Fig. 1: metal layers overlaid
Scale bar: 20 µm.
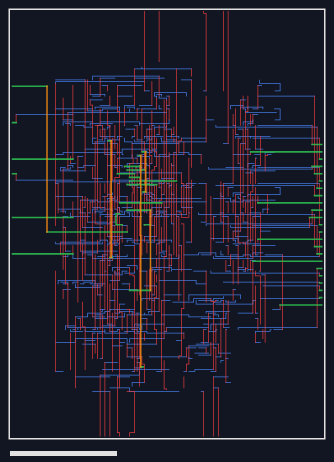
Fig. 2: clock routing
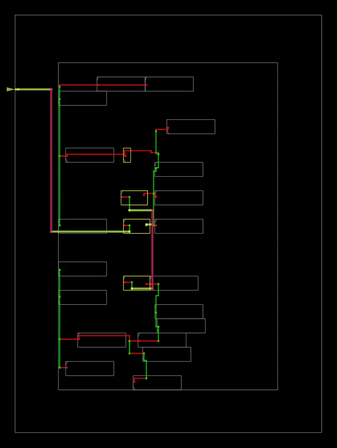
==> config.mk <==
export PLATFORM = sky130hd
export DESIGN_NAME = load_use_stall_ctrl
export DESIGN_NICKNAME = d
export VERILOG_FILES = /design/src/rtl/hazard_pkg.sv /design/src/rtl/src_match.sv /design/src/rtl/load_use_stall_ctrl.sv
export SDC_FILE = /design/constraint.sdc
export NUM_CORES = 1
export LEC_CHECK = 0
export ABC_AREA = 1
export CAP_MARGIN = 10
export CORE_ASPECT_RATIO = 1.5
export CORE_MARGIN = 8
export CORE_UTILIZATION = 52
export CTS_BUF_LIST = sky130_fd_sc_hd__clkbuf_8
export CTS_CLUSTER_DIAMETER = 40
export DETAILED_ROUTE_END_ITERATION = 8
export PLACE_DENSITY = 0.89
export SLEW_MARGIN = 40
export SYNTH_ARGS = -nofsm -noshare
export SYNTH_HDL_FRONTEND = slang
export SYNTH_HIERARCHICAL = 1
export SYNTH_SLANG_ARGS = --single-unit
==> constraint.sdc <==
create_clock -name clk -period 2.9 [get_ports clk]
set_input_delay 0.435 -clock clk [delete_from_list [all_inputs] [get_ports clk]]
set_output_delay 0.435 -clock clk [all_outputs]
set_load 0.02 [all_outputs]
==> impl_metrics.yaml <==
# flow metrics
power:
  total_power_mw: 0.621
  seq_power_mw: 0.301
  p_comb_frac: 0.230
  powerDensity_nw_per_um2: 327
  p_comb_mw: 0.143
  internal_power_mw: 0.446
  p_switching_mw: 0.175
  cellLeakagePower_nw: 0.938
cts:
  cts_tree: "built"
  clock_tree.htree_level_count: 1
  numCtsBuffers: 3
  cts-root-buf: "clkbuf_8"
synth:
  synthTopCellsByCount: "92 x nand2_1, 27 x inv_1, 26 x nor2_1, 19 x dfrtp_1, 11 x nand3_1"
  yosysCellCount: 215
  postSynthSeqShare: 0.337
  synth.avg_cell_area_um2: 6.57
  syn-cell-area_um2: 1410
  synth_area_leader_cell: "dfrtp_1"
  synthTopCellsByArea: "dfrtp_1 34%, nand2_1 24%, inv_1 7.2%"
  most_common_cell: "nand2_1"
  ys_types: 21
  async_flop_share: 1.00
cells_and_area:
  final_cells: 296
  comb_share: 0.418
  drive_gt1_frac: 0.0656
  utilization: 0.725
  largest_register_ffs: 16
  antenna_cells: 0
  layout_top_cell: "nand2_1"
timing:
  relSlewSlack: 0.765
  whs_ps: 530
  drv_slew: 0
  worst_pin_slew_ps: 352
  min_period_over_period: 0.896
global_routing:
  antenna_found_initial: 0
  use_met1: 0.166
  grt_max_degree: 20
  grt_pass1_vias: 1429
  met2_usage: 0.312
setup_path:
  ff2ff_setup_slack_ps: 1270
  cp_data_arrival_time_ps: 2160
  crit_type: "in -> out"
  end_kind: "primary output"
  crit_path_start_kind: "input port"
placement:
  dpl.cell_count: 292
  placed_area_um2: 1850
detailed_routing:
  wl_met2_mm: 1.93
  met1_length_mm: 1.49
job:
  drv_cap: 0
  warnings: 26
floorplan:
  chipArea_um2: 4670
outcome:
  status: "finished clean"
Notes on Fig. 1 above:
legend:
  M1:
    color: blue
    wire_length: 1490 µm
  M3:
    color: green
    wire_length: 181 µm
  M2:
    color: red
    wire_length: 1930 µm
  M4:
    color: orange
    wire_length: 111 µm
drt wl/cell: 12.5 µm
GRT Overall Usage: 0.165
vias post-DR: 1426
Routed WL: 3.71 mm

Notes on Fig. 2 above:
Skew-Pair Late Insertion Delay: 250 ps
skew final: 7.17 ps
# clk buffers: 3
clk sinks: 19
Clock group: 0.177 mW

[kinds of logic (layout without fill, tap and decap cells)]
group / Yosys count / in the layout / synth area share
AND/OR/NAND/NOR: 144 / 144 / 0.435
AND-OR/OR-AND: 4 / 4 / 0.0168
flip-flops: 19 / 19 / 0.337
buffers and inverters: 31 / 75 / 0.101
adder cells (fa/ha/maj): 2 / 2 / 0.0177
XOR/XNOR: 15 / 15 / 0.0930
[worst max-delay path, cell delays in order]
cell and delay, ps:
clkdlybuf4s50_1 530, inv_1 50, nand2_1 60, nand2_1 60, nor2_1 80, nand2_1 60, nor2_2 80, o21a_1 120
nand2_1 50, nand2_1 60, nand2_1 60, nor2_1 140, dlygate4sd2_1 360
Power figures rest on the tool's default switching activity, not on a simulated workload.
